## src/rtl/pipeline_elastic_deliver.sv

```systemverilog
// Elastic pipeline register: DEPTH-entry circular buffer with a valid/ready
// handshake on both sides, bubble value on idle output, flush and occupancy.

// Simulation-only invariants on the buffer's occupancy and pop legality.
module pipeline_elastic_deliver_chk #(
   parameter int DEPTH = 2,
   parameter int CW    = 2
) (
   input logic          clk,
   input logic          rst,
   input logic          pop,
   input logic [CW-1:0] count
);

   // Occupancy can never grow beyond the number of storage entries.
   a_count_bound: assert property (@(posedge clk) disable iff (rst)
      count <= CW'(DEPTH));

   // A pop is only meaningful when there is something to pop.
   a_no_pop_empty: assert property (@(posedge clk) disable iff (rst)
      pop |-> (count != {CW{1'b0}}));

endmodule

module pipeline_elastic_deliver #(
   parameter int               WIDTH      = 32,
   parameter int               DEPTH      = 2,
   parameter logic [WIDTH-1:0] BUBBLE_VAL = '0,
   parameter int               AF_MARGIN  = 1
) (
   input  logic                       clk,
   input  logic                       rst,
   input  logic                       flush,
   input  logic                       in_valid,
   output logic                       in_ready,
   input  logic [WIDTH-1:0]           in_data,
   output logic                       out_valid,
   input  logic                       out_ready,
   output logic [WIDTH-1:0]           out_data,
   output logic [$clog2(DEPTH+1)-1:0] count,
   output logic                       almost_full
);

   localparam int CW = $clog2(DEPTH + 1);
   localparam int PW = $clog2(DEPTH);

   logic [WIDTH-1:0] mem_r [DEPTH];
   logic [PW-1:0]    wp_r;
   logic [PW-1:0]    rp_r;
   logic [CW-1:0]    count_r;

   logic             push_s;
   logic             pop_s;
   logic [PW-1:0]    wp_inc_s;
   logic [PW-1:0]    rp_inc_s;
   logic [PW-1:0]    wp_nxt_s;
   logic [PW-1:0]    rp_nxt_s;
   logic [CW-1:0]    count_nxt_s;

   // Handshake and status outputs depend only on registered state, so
   // out_ready never reaches in_ready combinationally.
   always_comb begin
      in_ready    = (count_r != CW'(DEPTH));
      out_valid   = (count_r != {CW{1'b0}});
      count       = count_r;
      almost_full = (count_r >= CW'(DEPTH - AF_MARGIN));
      if (out_valid) begin
         out_data = mem_r[rp_r];
      end else begin
         out_data = BUBBLE_VAL;
      end
   end

   // Transfer qualifiers and pointer increments with explicit wrap at DEPTH-1,
   // so non-power-of-two depths never address a missing entry.
   always_comb begin
      push_s = in_valid & in_ready;
      pop_s  = out_valid & out_ready;
      if (wp_r == PW'(DEPTH - 1)) begin
         wp_inc_s = {PW{1'b0}};
      end else begin
         wp_inc_s = wp_r + PW'(1);
      end
      if (rp_r == PW'(DEPTH - 1)) begin
         rp_inc_s = {PW{1'b0}};
      end else begin
         rp_inc_s = rp_r + PW'(1);
      end
   end

   // Next-state for pointers and occupancy during normal operation.
   always_comb begin
      wp_nxt_s    = wp_r;
      rp_nxt_s    = rp_r;
      count_nxt_s = count_r;
      if (push_s) begin
         wp_nxt_s = wp_inc_s;
      end else begin
         wp_nxt_s = wp_r;
      end
      if (pop_s) begin
         rp_nxt_s = rp_inc_s;
      end else begin
         rp_nxt_s = rp_r;
      end
      case ({push_s, pop_s})
         2'b10:   count_nxt_s = count_r + CW'(1);
         2'b01:   count_nxt_s = count_r - CW'(1);
         default: count_nxt_s = count_r;
      endcase
   end

   // Pointer/occupancy registers; reset beats flush, flush beats traffic.
   always_ff @(posedge clk) begin
      if (rst) begin
         wp_r    <= {PW{1'b0}};
         rp_r    <= {PW{1'b0}};
         count_r <= {CW{1'b0}};
      end else if (flush) begin
         wp_r    <= {PW{1'b0}};
         rp_r    <= {PW{1'b0}};
         count_r <= {CW{1'b0}};
      end else begin
         wp_r    <= wp_nxt_s;
         rp_r    <= rp_nxt_s;
         count_r <= count_nxt_s;
      end
   end

   // Payload storage; contents need no reset because count gates visibility.
   always_ff @(posedge clk) begin
      if (push_s && !rst && !flush) begin
         mem_r[wp_r] <= in_data;
      end
   end

   pipeline_elastic_deliver_chk #(
      .DEPTH (DEPTH),
      .CW    (CW)
   ) u_chk (
      .clk   (clk),
      .rst   (rst),
      .pop   (pop_s),
      .count (count_r)
   );

endmodule

```

## config.mk

```make
export PLATFORM = sky130hd
export DESIGN_NAME = pipeline_elastic_deliver
export DESIGN_NICKNAME = d
export VERILOG_FILES = /design/src/rtl/pipeline_elastic_deliver.sv
export SDC_FILE = /design/constraint.sdc
export NUM_CORES = 1
export LEC_CHECK = 0
export CELL_PAD_IN_SITES_DETAIL_PLACEMENT = 1
export CELL_PAD_IN_SITES_GLOBAL_PLACEMENT = 1
export CORE_UTILIZATION = 39
export CTS_CLUSTER_SIZE = 30
export DETAILED_ROUTE_END_ITERATION = 12
export PLACE_DENSITY = 0.78
export SYNTH_ARGS = -nofsm -noshare
export SYNTH_HDL_FRONTEND = slang
export SYNTH_HIERARCHICAL = 1
export SYNTH_SLANG_ARGS = --single-unit
```

## constraint.sdc

```tcl
create_clock -name clk -period 5.6 [get_ports clk]
set_clock_uncertainty 0.15 [all_clocks]
set_input_delay 0.84 -clock clk [delete_from_list [all_inputs] [get_ports clk]]
set_output_delay 0.84 -clock clk [all_outputs]
set_load 0.02 [all_outputs]
```

==> images/util_map.png <==
9 x 9 tiles, from black (low) to pale yellow (high), 0 to 100% covered.
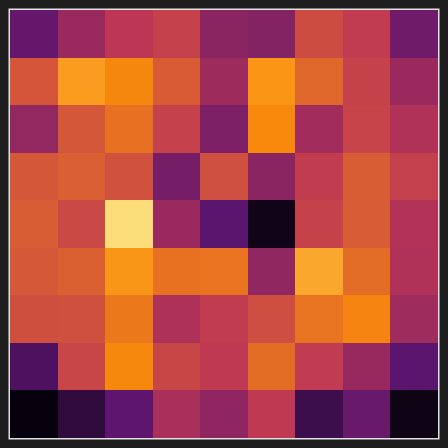
fullest tile: 93%
tiles over 75% full: 6.2%
nearly empty tiles: 1.2%
fp_density: 40.13%
Util after Layout: 55.52%
placeable core region: 0.006756 mm2

==> images/layers.png <==
Scale bar: 20 um. Only two layers are drawn.
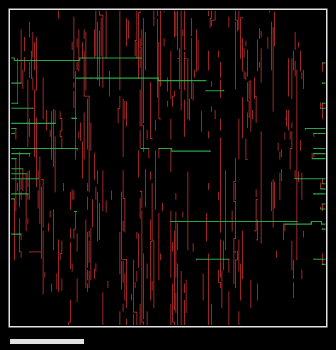
legend:
  green:
    layer: M3
    wire_length: 259 um
  red:
    layer: M2
    wire_length: 2670 um
all-layer global routing usage: 16.02%
Post-Route WL: 5207 um
Routed WL per cell: 15.78 um
total number of vias: 1563

==> images/congestion_map.png <==
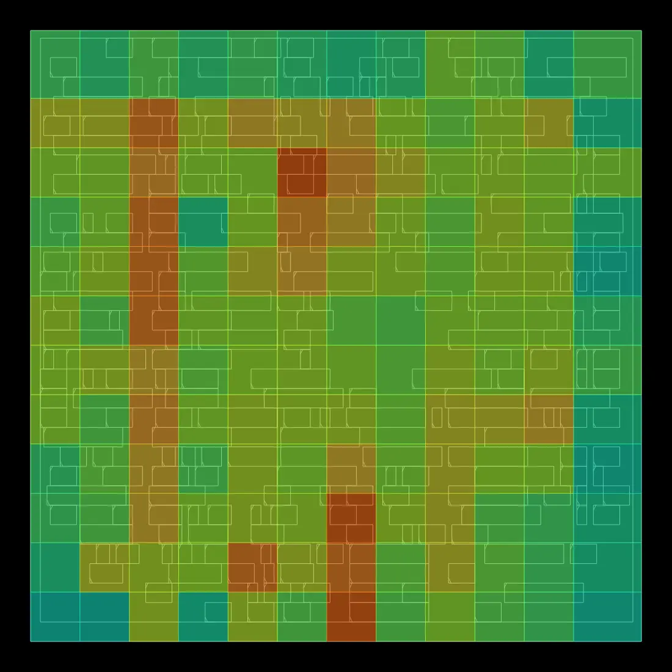
routing usage on met3: 4.572%
fraction of met2 tracks used by global routing: 27.57%
met1 track utilization from global routing: 18.45%
Most Crowded Layer GR: met2

==> Table 3: Implementation characteristics <==
Table: implementation figures

Parameter                              Value

Die
  Inserted tap cell count    80
  Number of I/O pins    74
  Die Span Y    85.38 um

Route
  Number of nets with antenna violations after routing    0
  Total iterations of the first detailed-routing run    4
  Post-DR vias/cell    4.736
  DRC violation count after routing    0
  Number of design-rule violations left by the first detailed-router iteration    61
  Amount of wire on met3 after detailed routing    258 um

Synthesis
  Yosys stat cell total    165
  Syn Std Cell Area    0.002711 mm2
  Synthesized netlist cell count    165
  Number of nets produced by synthesis    206
  Post-synthesis chip area from yosys    0.002711 mm2
  Dominant cell by count in the synthesized netlist    sky130_fd_sc_hd__edfxtp_1
  Post-synth EDFFs    64
  Most frequent cells after synthesis    sky130_fd_sc_hd__edfxtp_1 (64), sky130_fd_sc_hd__nor2_1 (33), sky130_fd_sc_hd__mux2i_1 (32)
  Top-area cell type share of the netlist area    70.88%

Global routing
  Final global-route overflow total    0
  Number of global-route vias before repair    1729

Finish
  Antenna diode instance count    0
  Number of multi-input logic gates    82
  Reg with most FFs    mem_r
  Fillers    651
  Largest regs    mem_r (64), count (2)
  # nets final    286
  Number of clock buffers in the layout    11
  Layout-stage area growth over the synthesis result    38.35%
  Clk cell area share    6.137%
  Largest class    flip-flops and latches

Worst setup path
  Endpoint of the worst-slack reg-to-reg timing path    count[1]
  Critical Path Start Type    flop
  Crit Path Max Fanout    19
  Worst-path cell chain    inv_1 > ha_1 > buf_4 > nor2_1 > clkdlybuf4s50_1
  Launching point of the worst reg2reg path    count[1]
  CP Launch Point    count[1]
  Critical Path End Type    output port
  Setup slack of the worst register-to-register path    3.16 ns
  Reg2reg path depth    6
  Delay-heaviest family, CP    buffers and inverters

CTS
  Clock sink total    69
  Buffers inserted during post-CTS setup optimization    0
  Clock latency on the worst-skew pair    0.33 ns
  CTS tree    done
  Number of resized instances in the post-cts repair step    0
  Number of hold buffers added after CTS    0

Timing
  Total of endpoints with negative setup slack in the final report    0
  Worst-case headroom to the max-slew limit    31.59%
  Tightest hold margin    0.4084 ns
  Ratio of final minimum period to clock period    60.20%
  Unrepaired setup endpoints after global routing    no
  Setup ws final    2.229 ns
  Crit path time final    3.371 ns
  Setup TNS after final layout    0 ns
  Achievable clock frequency    0.2966 GHz

Power
  Power consumption    1.219 mW
  Lkg Pwr    1.232 nW

Run status
  Status    finished, final reports clean

Placed design
  Placed standard-cell area    0.003521 mm2
  Routability Congestion    0.7421
  Post-Place Setup Slack    2.550 ns

Hold path
  Type of the most critical hold path    reg -> reg
==> images/class_map.png <==
Scale bar: 20 um. Fill, decap, tap and diode cells in grey.
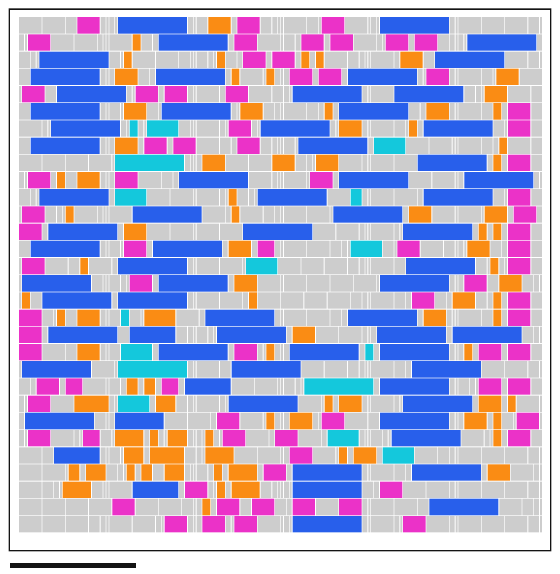
legend:
  orange:
    class: remaining logic cells
    cells: 88
    share_of_their_area: 17%
  blue:
    class: registers
    cells: 69
    share_of_their_area: 55%
  magenta:
    class: remaining buffers and delay cells
    cells: 77
    share_of_their_area: 21%
  cyan:
    class: clock drivers and dummy loads
    cells: 16
    share_of_their_area: 6.3%
# rows: 30
flop share of the area: 53.94%
fin area: 0.003751 mm2

==> images/ff_map.png <==
Scale bar: 20 um. Other sequential cells in the stronger grey, the rest of the logic in the fainter grey.
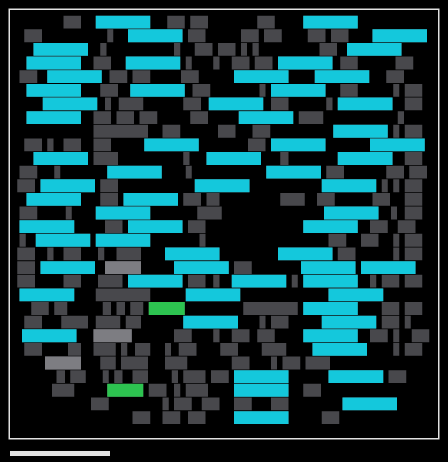
legend:
  green:
    signal: count
    placed_flops: 2
  cyan:
    signal: mem_r
    placed_flops: 64
    where: widely spread
sequential cell area: 0.002023 mm2
power attributed to sequential cells: 0.584 mW

[worst min-delay path: stages, from the launching register on]
cell and delay (ns):
sky130_fd_sc_hd__dfxtp_1 0.33, sky130_fd_sc_hd__xnor2_1 0.14, sky130_fd_sc_hd__nor3_1 0.05
[kinds of logic after synthesis]
kind of cell | after synthesis | share of synthesized area (%)
buf+inv | 14 | 3.230
xor+xnor | 4 | 1.292
simple gates | 41 | 6.691
compound gates | 1 | 0.5536
fa+ha+maj | 4 | 1.846
flops | 69 | 74.57
mux | 32 | 11.81
[power by group]
| group | internal (mW) | total [mW] | switching [mW] | leakage (nW) |
|---|---|---|---|---|
| sequential | 0.576 | 0.584 | 0.00809 | 0.622 |
| combinational | 0.0829 | 0.164 | 0.0810 | 0.495 |
| clock | 0.294 | 0.471 | 0.177 | 0.115 |
No activity file was given, so power comes from the tool's default toggle rates.
